## src/rtl/display_arbiter_if.sv

```systemverilog
// Display request/value bus shared between up to three requesters and the arbiter.
// The arbiter sits on the slave side; the requesters drive the master side.
interface display_arbiter_if;
    logic [2:0]  req;
    logic [15:0] val0;
    logic [15:0] val1;
    logic [15:0] val2;
    logic [2:0]  grant;
    logic [15:0] digito;
    logic        blank;

    modport master (
        output req, val0, val1, val2,
        input  grant, digito, blank
    );

    modport slave (
        input  req, val0, val1, val2,
        output grant, digito, blank
    );
endinterface

```

## src/rtl/display_arbiter.sv

```systemverilog
// Round-robin owner of a shared 4-digit display: an owner keeps it for a minimum hold
// time while others wait, and the display is blanked for a fixed gap between owners.
module display_arbiter #(
    parameter int HOLD_CYCLES  = 27_000_000,
    parameter int BLANK_CYCLES = 3000
) (
    input  logic              clk,
    input  logic              rst,
    display_arbiter_if.slave  bus
);

    localparam int HOLD_W  = (HOLD_CYCLES  > 1) ? $clog2(HOLD_CYCLES)  : 1;
    localparam int BLANK_W = (BLANK_CYCLES > 1) ? $clog2(BLANK_CYCLES) : 1;
    localparam logic [HOLD_W-1:0]  HOLD_LAST  = HOLD_W'(HOLD_CYCLES - 1);
    localparam logic [BLANK_W-1:0] BLANK_LAST = BLANK_W'(BLANK_CYCLES - 1);

    typedef enum logic [1:0] {
        IDLE  = 2'd0,
        SHOW  = 2'd1,
        BLANK = 2'd2
    } state_e;

    state_e              state_q;
    logic [2:0]          grant_q;
    logic [15:0]         digito_q;
    logic                blank_q;
    logic [HOLD_W-1:0]   hold_q;
    logic [BLANK_W-1:0]  blank_cnt_q;
    logic [1:0]          last_owner_q;

    logic                found_d;
    logic [1:0]          win_d;
    logic [1:0]          cand_d;
    logic [15:0]         win_val_d;
    logic [15:0]         owner_val_d;
    logic                others_waiting_d;

    // Search starts just past the last owner, so the last owner is the final candidate.
    always_comb begin
        found_d = 1'b0;
        win_d   = 2'd0;
        cand_d  = 2'd0;
        for (int k = 1; k <= 3; k++) begin
            cand_d = 2'((int'(last_owner_q) + k) % 3);
            if (!found_d && bus.req[cand_d]) begin
                found_d = 1'b1;
                win_d   = cand_d;
            end
        end
    end

    always_comb begin
        win_val_d = bus.val0;
        case (win_d)
            2'd1:    win_val_d = bus.val1;
            2'd2:    win_val_d = bus.val2;
            default: win_val_d = bus.val0;
        endcase
    end

    always_comb begin
        owner_val_d = bus.val0;
        case (last_owner_q)
            2'd1:    owner_val_d = bus.val1;
            2'd2:    owner_val_d = bus.val2;
            default: owner_val_d = bus.val0;
        endcase
    end

    assign others_waiting_d = |(bus.req & ~grant_q);

    // NOTE: every register in this block uses <= so all next-state terms see the
    // pre-edge values; a blocking '=' here would let later lines see updated state.
    always_ff @(posedge clk) begin
        // NOTE: reset is synchronous and covers every register, including counters,
        // so an abort mid-SHOW or mid-BLANK leaves nothing half-updated.
        if (rst) begin
            state_q      <= IDLE;
            grant_q      <= 3'b000;
            digito_q     <= 16'h0000;
            blank_q      <= 1'b1;
            hold_q       <= '0;
            blank_cnt_q  <= '0;
            last_owner_q <= 2'd2;
        end else begin
            case (state_q)
                IDLE: begin
                    if (found_d) begin
                        state_q      <= SHOW;
                        grant_q      <= 3'(3'b001 << win_d);
                        digito_q     <= win_val_d;
                        blank_q      <= 1'b0;
                        last_owner_q <= win_d;
                        hold_q       <= '0;
                    end
                end

                SHOW: begin
                    digito_q <= owner_val_d;
                    // Owner release and hold expiry share one exit path into BLANK.
                    if (!bus.req[last_owner_q] ||
                        (hold_q == HOLD_LAST && others_waiting_d)) begin
                        state_q     <= BLANK;
                        grant_q     <= 3'b000;
                        blank_q     <= 1'b1;
                        blank_cnt_q <= '0;
                    end else if (hold_q != HOLD_LAST) begin
                        hold_q <= hold_q + 1'b1;
                    end
                end

                BLANK: begin
                    if (blank_cnt_q == BLANK_LAST) begin
                        if (found_d) begin
                            state_q      <= SHOW;
                            grant_q      <= 3'(3'b001 << win_d);
                            digito_q     <= win_val_d;
                            blank_q      <= 1'b0;
                            last_owner_q <= win_d;
                            hold_q       <= '0;
                        end else begin
                            state_q <= IDLE;
                        end
                    end else begin
                        blank_cnt_q <= blank_cnt_q + 1'b1;
                    end
                end

                default: begin
                    state_q <= IDLE;
                    grant_q <= 3'b000;
                    blank_q <= 1'b1;
                end
            endcase
        end
    end

    assign bus.grant  = grant_q;
    assign bus.digito = digito_q;
    assign bus.blank  = blank_q;

endmodule

```

## src/flat_wrapper.sv

```systemverilog
// flat-port wrapper written by rule: the top's interface ports become plain ports
module display_arbiter_flat 
#(
    parameter int HOLD_CYCLES  = 27_000_000,
    parameter int BLANK_CYCLES = 3000
)
  (clk, rst, bus_req, bus_val0, bus_val1, bus_val2, bus_grant, bus_digito, bus_blank);
  display_arbiter_if bus_i ();
  input  logic clk;
  input  logic rst;
  input wire logic [$bits(bus_i.req)-1:0] bus_req;
  input wire logic [$bits(bus_i.val0)-1:0] bus_val0;
  input wire logic [$bits(bus_i.val1)-1:0] bus_val1;
  input wire logic [$bits(bus_i.val2)-1:0] bus_val2;
  output wire logic [$bits(bus_i.grant)-1:0] bus_grant;
  output wire logic [$bits(bus_i.digito)-1:0] bus_digito;
  output wire logic [$bits(bus_i.blank)-1:0] bus_blank;
  assign bus_i.req = bus_req;
  assign bus_i.val0 = bus_val0;
  assign bus_i.val1 = bus_val1;
  assign bus_i.val2 = bus_val2;
  assign bus_grant = bus_i.grant;
  assign bus_digito = bus_i.digito;
  assign bus_blank = bus_i.blank;
  display_arbiter #(.HOLD_CYCLES(HOLD_CYCLES), .BLANK_CYCLES(BLANK_CYCLES)) u_core (.clk(clk), .rst(rst), .bus(bus_i));
endmodule
```

## config.mk

```make
export PLATFORM = sky130hd
export DESIGN_NAME = display_arbiter_flat
export DESIGN_NICKNAME = d
export VERILOG_FILES = /design/src/rtl/display_arbiter_if.sv /design/src/rtl/display_arbiter.sv /design/src/flat_wrapper.sv
export SDC_FILE = /design/constraint.sdc
export NUM_CORES = 1
export LEC_CHECK = 0
export ABC_CLOCK_PERIOD_IN_PS = 3050
export CORE_ASPECT_RATIO = 1.2
export CORE_MARGIN = 2
export CORE_UTILIZATION = 49
export DETAILED_ROUTE_END_ITERATION = 16
export PLACE_DENSITY = 0.78
export SETUP_SLACK_MARGIN = 0.4
export SKIP_LAST_GASP = 1
export SLEW_MARGIN = 20
export SYNTH_ARGS = -nofsm -noshare
export SYNTH_HDL_FRONTEND = slang
export SYNTH_SLANG_ARGS = --single-unit
export TNS_END_PERCENT = 20
```

## constraint.sdc

```tcl
create_clock -name clk -period 3.05 [get_ports clk]
set_input_delay 0.305 -clock clk [delete_from_list [all_inputs] [get_ports clk]]
set_output_delay 0.305 -clock clk [all_outputs]
set_load 0.005 [all_outputs]
```

run_1/density.png
9 x 11 tiles, from black (low) to pale yellow (high), 0 to 100% covered.
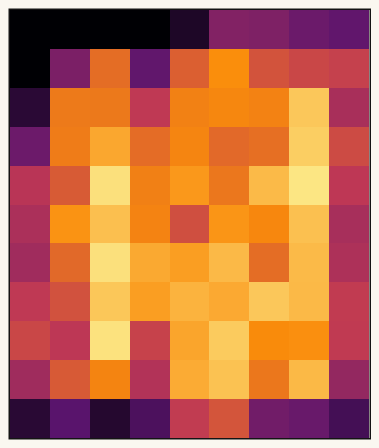
The fullest tile reaches 95%. 30% of the tiles are over 75% full. The emptiest ninth of the die: upper left. The mean over all tiles is 58%.

run_1/final_placement.png
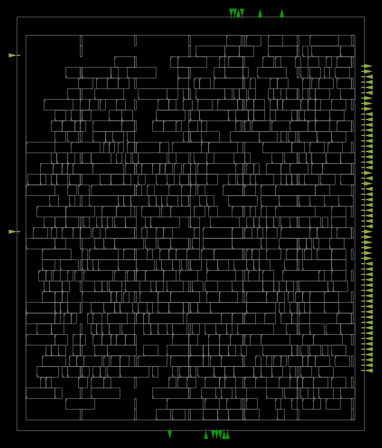
Tap Cells: 114
# fillers: 685
final non-filler cell total: 751
final core utilization: 0.6764
core footprint: 8198 um2

run_1/port_nets.png
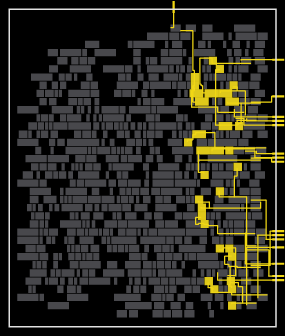
Key: yellow = bus_val1 [bits 16, direction input, edge 15 right, 1 top, end cells 32, buffers 16, wire 678 um]

==> changes_impl.md, run 1 <==
## Implementation

- Overall Power: 5.404 mW
- Non-clock buffer share: 0.1861
- # DRC: 0
- Met1 Track Usage GR: 0.3579
- Post-Syn Area: about 4200 um2
- Simple Share, Synth: 0.2487
- Worst ir drop on vdd: 425.6 uV
- Buf/Inv on CP: 6
- Psw: between 2 and 2.5 mW
- Die area: slightly above 9000 um2
- CTS sink count: about 61
- Post-Place Worst Slack: between 0.007 and 0.008 ns
- Synthesized-area fraction occupied by adder cells: 0.03881
- Top cell excl fill/tap: clkdlybuf4s50_1
- PortBufs: between 70 and 80
- Critical Path AT: a little over 3 ns
- Worst-margin pin slew: between 0.5 and 0.6 ns
- Slowest stage delay, CP: between 0.3 and 0.4 ns
- Xor/xnor share: 0
- Layout clock buffer count: 10
- Leak: 1.962 nW
- Number of logic gates: 440
- CTS Buffer Depth: 2
- Initial DRC count: approximately 310
- Clk pin slew, worst setup/hold paths: ~0.070 ns
- Placer Congestion: 0.9564
- Asr flop ratio synth: 0
- Fin. Hold Viols: 0
- Switching share of power: 0.4476
- Power Density: approximately 970 nW/um2
- Reg2reg end: u_core.bus.digito[1]
- Area leader, netlist: dfxtp_1
- Top sig layer: met4
- Top power group: combinational logic
- End of the critical path: u_core.bus.digito[1]
- Final setup vio count: 0
- Fraction of area in registers: 0.2216
- Fmax: 354.2 MHz
- Status: completed
- Worst Min Path Start: u_core.hold_q[24]
- Sequential power: between 1 and 1.5 mW
- Combinational fraction of the cell area: 0.5194
- Setup TNS Final: 0 ns
- Row cnt: 36
- Largest Register: u_core.hold_q
- Post_cts resized: 11
- Setup bufs post-CTS: 4
- OpenROAD warnings: 37
- Most common logic cells in the final layout: clkdlybuf4s50_1, nand2_1, nor2_1, dfxtp_1, a21oi_1
- Main logic family: AND-OR/OR-AND gates
- H-tree depth: 3
- Ys cells: between 500 and 600
- Met2 wire length: 6.467 mm
- Die Ht: 105.3 um
- Grt met2 use: 0.4662
- TritonRoute pass-1 iters: 5
- Top cells by area: dfxtp_1, a22oi_1, nor2_1, nand2_1, a21oi_1
- CTS tree: yes
- Routed Antenna Nets: 0
- CTS Buf Count: 9
- Cell with the most instances after synthesis: nor2_1
- Clock Skews: 0.008165 ns
- Gate power share: 0.677
- Setup crit start: u_core.last_owner_q[0]
- Share of cells above drive strength 1: 0.1507
- Largest class: multi-input combinational cells
- YS warnings: 0
- Most used DFF post-synth: dfxtp_1
- CP Cell Sequence: inv_4, ha_4, nand3b_1, o21a_1, buf_4, buf_4, buf_4, nand2_1, o22ai_1, buf_4, ha_4, buf_12, a22oi_1, nor2_1, a21oi_1, nor2_1, a21oi_2, a211oi_2
- FF+latch area: approximately 1200 um2
- Final Max Slew Viols: 0
- Post-synth seq share: 0.2913
- CP delay by family, top: AND-OR/OR-AND gates
- Syn_nets: 625
- Avg Synthesized Cell Area: 7.498 um2
- Post-Route WL: approximately 13 mm
- Pre-Place Util: 0.5113
- Area Overhead vs Synth: 32.30%
- CP Launch Type: flip-flop
- Max Fanout on Critical Path: 9
- DR vias: roughly 4700
- YS chip area: approximately 4200 um2
- CTS root buf: clkbuf_8
- M3 GR Usage: 0.04072
- Synth flops: between 60 and 70
- Routed len/inst: 17.78 um
- Internal: roughly 3 mW
- Hold EP: u_core.hold_q[24]
- Yosys cell types: ~67
- Gate Area: around 2900 um2
- Design Area, Final: roughly 5500 um2
- Crit Path Category: flip-flop to flip-flop
- DP Area: slightly above 5000 um2
- First-pass GRT wire length: around 21 mm
- Vias in the first global route: 4372
- Slowest CP cell: dfxtp_4
- Count of flip-flops and latches: 61
- Clock buf/inv share: 0.03452
- RR Startpoint: u_core.last_owner_q[0]
- Post-route setup slack: about 0.23 ns
- Unrepaired setup endpoints after global routing: yes
- P_clk: approximately 730 uW
- Non-clock buffers: around 100
- Inserted Diodes: 0
- Reg-to-reg slack, setup: between 0.2 and 0.25 ns
- Top cells by count: nor2_1, nand2_1, dfxtp_1
- Fin crit share: 0.9256
- Crit path DRT: 3.27 ns
- Tot GR Track Use: 0.2774
- Slew margin rel.: 0.6453
- Hpwl dp: around 8.8 mm
- GR peak layer: met2
- Fin nets: roughly 700
- Mapped Cells: around 560
- Share of power burned in registers: 0.189
- Placed cells: ~730
- Reg2Reg Depth: 18
- Most used cell along the critical path: buf_4
- Smallest hold slack: 0.4787 ns
- Comb group: ~3.7 mW
- Vias/cell: approximately 6.3
- Wl on met1: 5.508 mm
- Initial antenna violation count: 0
- Non-clk invs: 18
- Clock Latency Late Sink: 0.35 ns
- Number of flops mapped to enable cells by yosys: 0
- Number of max-cap violations: 0
- Top Ports: about 73
- Hold/Removal Path Class: flip-flop to flip-flop
- Max reg flops: 25
- Largest net degree at the start of global routing: about 40
- Final min period: ~2.8 ns
==> run 1 -> run 2 <==
--- a/config.mk
+++ b/config.mk
@@ -13,7 +13,7 @@
 export PLACE_DENSITY = 0.78
 export SETUP_SLACK_MARGIN = 0.4
 export SKIP_LAST_GASP = 1
-export SLEW_MARGIN = 20
+export SLEW_MARGIN = 15
 export SYNTH_ARGS = -nofsm -noshare
 export SYNTH_HDL_FRONTEND = slang
 export SYNTH_SLANG_ARGS = --single-unit
run_2/gate_families.png
The bar under the picture is 20 um long.
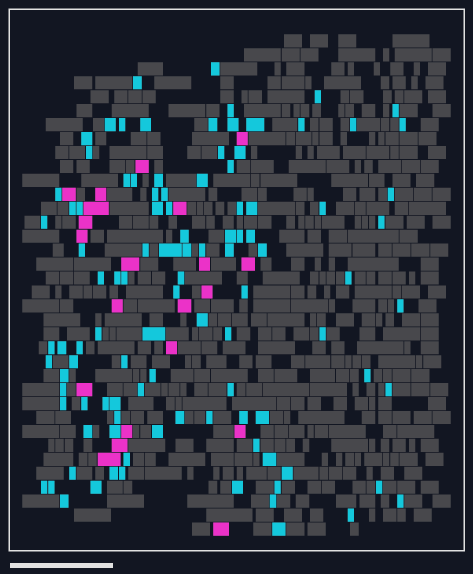
Key: magenta = AND and OR gates [cells 21]; cyan = NAND gates [cells 103, where spread over the die]
combinational fraction of the cell area: 0.5194
Top cell excl fill/tap: clkdlybuf4s50_1

==> changes_impl.md, run 2 <==
## Implementation

- GR peak layer: met2
- Count of flip-flops and latches: just over 60
- Fraction of area in registers: 0.2216
- Share of power burned in registers: 0.189
- Initial DRC count: about 310
- Smallest hold slack: between 0.4 and 0.5 ns
- Final core utilization: 0.6764
- Layout clock buffer count: 10
- Final setup vio count: 0
- Worst-margin pin slew: approximately 0.53 ns
- Simple Share, Synth: 0.2487
- Setup crit start: u_core.last_owner_q[0]
- Synth flops: roughly 61
- Cell with the most instances after synthesis: nor2_1
- Hpwl dp: 8.807 mm
- Number of max-cap violations: 0
- Slew margin rel.: 0.6453
- Post-Place Worst Slack: between 0.007 and 0.008 ns
- CTS Buffer Depth: 2
- PortBufs: 72
- Routed len/inst: roughly 18 um
- M3 GR Usage: 0.04072
- Most used cell along the critical path: buf_4
- Post-synth seq share: 0.2913
- Fin. Hold Viols: 0
- Reg2reg end: u_core.bus.digito[1]
- Yosys cell types: approximately 67
- Crit path DRT: approximately 3.3 ns
- H-tree depth: 3
- Non-clock buffer share: 0.1861
- Worst Min Path Start: u_core.hold_q[24]
- CTS sink count: between 60 and 70
- Pre-Place Util: 0.5113
- Post_cts resized: 11
- Setup bufs post-CTS: 4
- Non-clock buffers: about 100
- Unrepaired setup endpoints after global routing: yes
- FF+latch area: 1229 um2
- Top cells by count: nor2_1, nand2_1, dfxtp_1
- TritonRoute pass-1 iters: 5
- Switching share of power: 0.4476
- Area Overhead vs Synth: 32.30%
- Clk pin slew, worst setup/hold paths: about 0.070 ns
- Hold EP: u_core.hold_q[24]
- Slowest stage delay, CP: approximately 0.37 ns
- Grt met2 use: 0.4662
- Vias/cell: around 6.3
- Sequential power: a little over 1 mW
- DR vias: around 4700
- CP Cell Sequence: inv_4, ha_4, nand3b_1, o21a_1, buf_4, buf_4, buf_4, nand2_1, o22ai_1, buf_4, ha_4, buf_12, a22oi_1, nor2_1, a21oi_1, nor2_1, a21oi_2, a211oi_2
- Fin nets: about 700
- Row cnt: 36
- CTS tree: yes
- Critical Path AT: 3.04 ns
- Final Max Slew Viols: 0
- Xor/xnor share: 0
- End of the critical path: u_core.bus.digito[1]
- Initial antenna violation count: 0
- Tap Cells: around 110
- Mapped Cells: 559
- Design Area, Final: 5545 um2
- Largest Register: u_core.hold_q
- Tot GR Track Use: 0.2774
- Status: completed
- Power Density: between 900 and 1000 nW/um2
- Clock Skews: ~0.008 ns
- Top sig layer: met4
- Placer Congestion: roughly 0.96
- RR Startpoint: u_core.last_owner_q[0]
- Vias in the first global route: 4372
- Reg2Reg Depth: 18
- Max reg flops: 25
- # DRC: 0
- Fmax: 354.2 MHz
- Top cells by area: dfxtp_1, a22oi_1, nor2_1, nand2_1, a21oi_1
- # fillers: about 690
- Fin crit share: 0.9256
Power figures rest on the tool's default switching activity, not on a simulated workload.
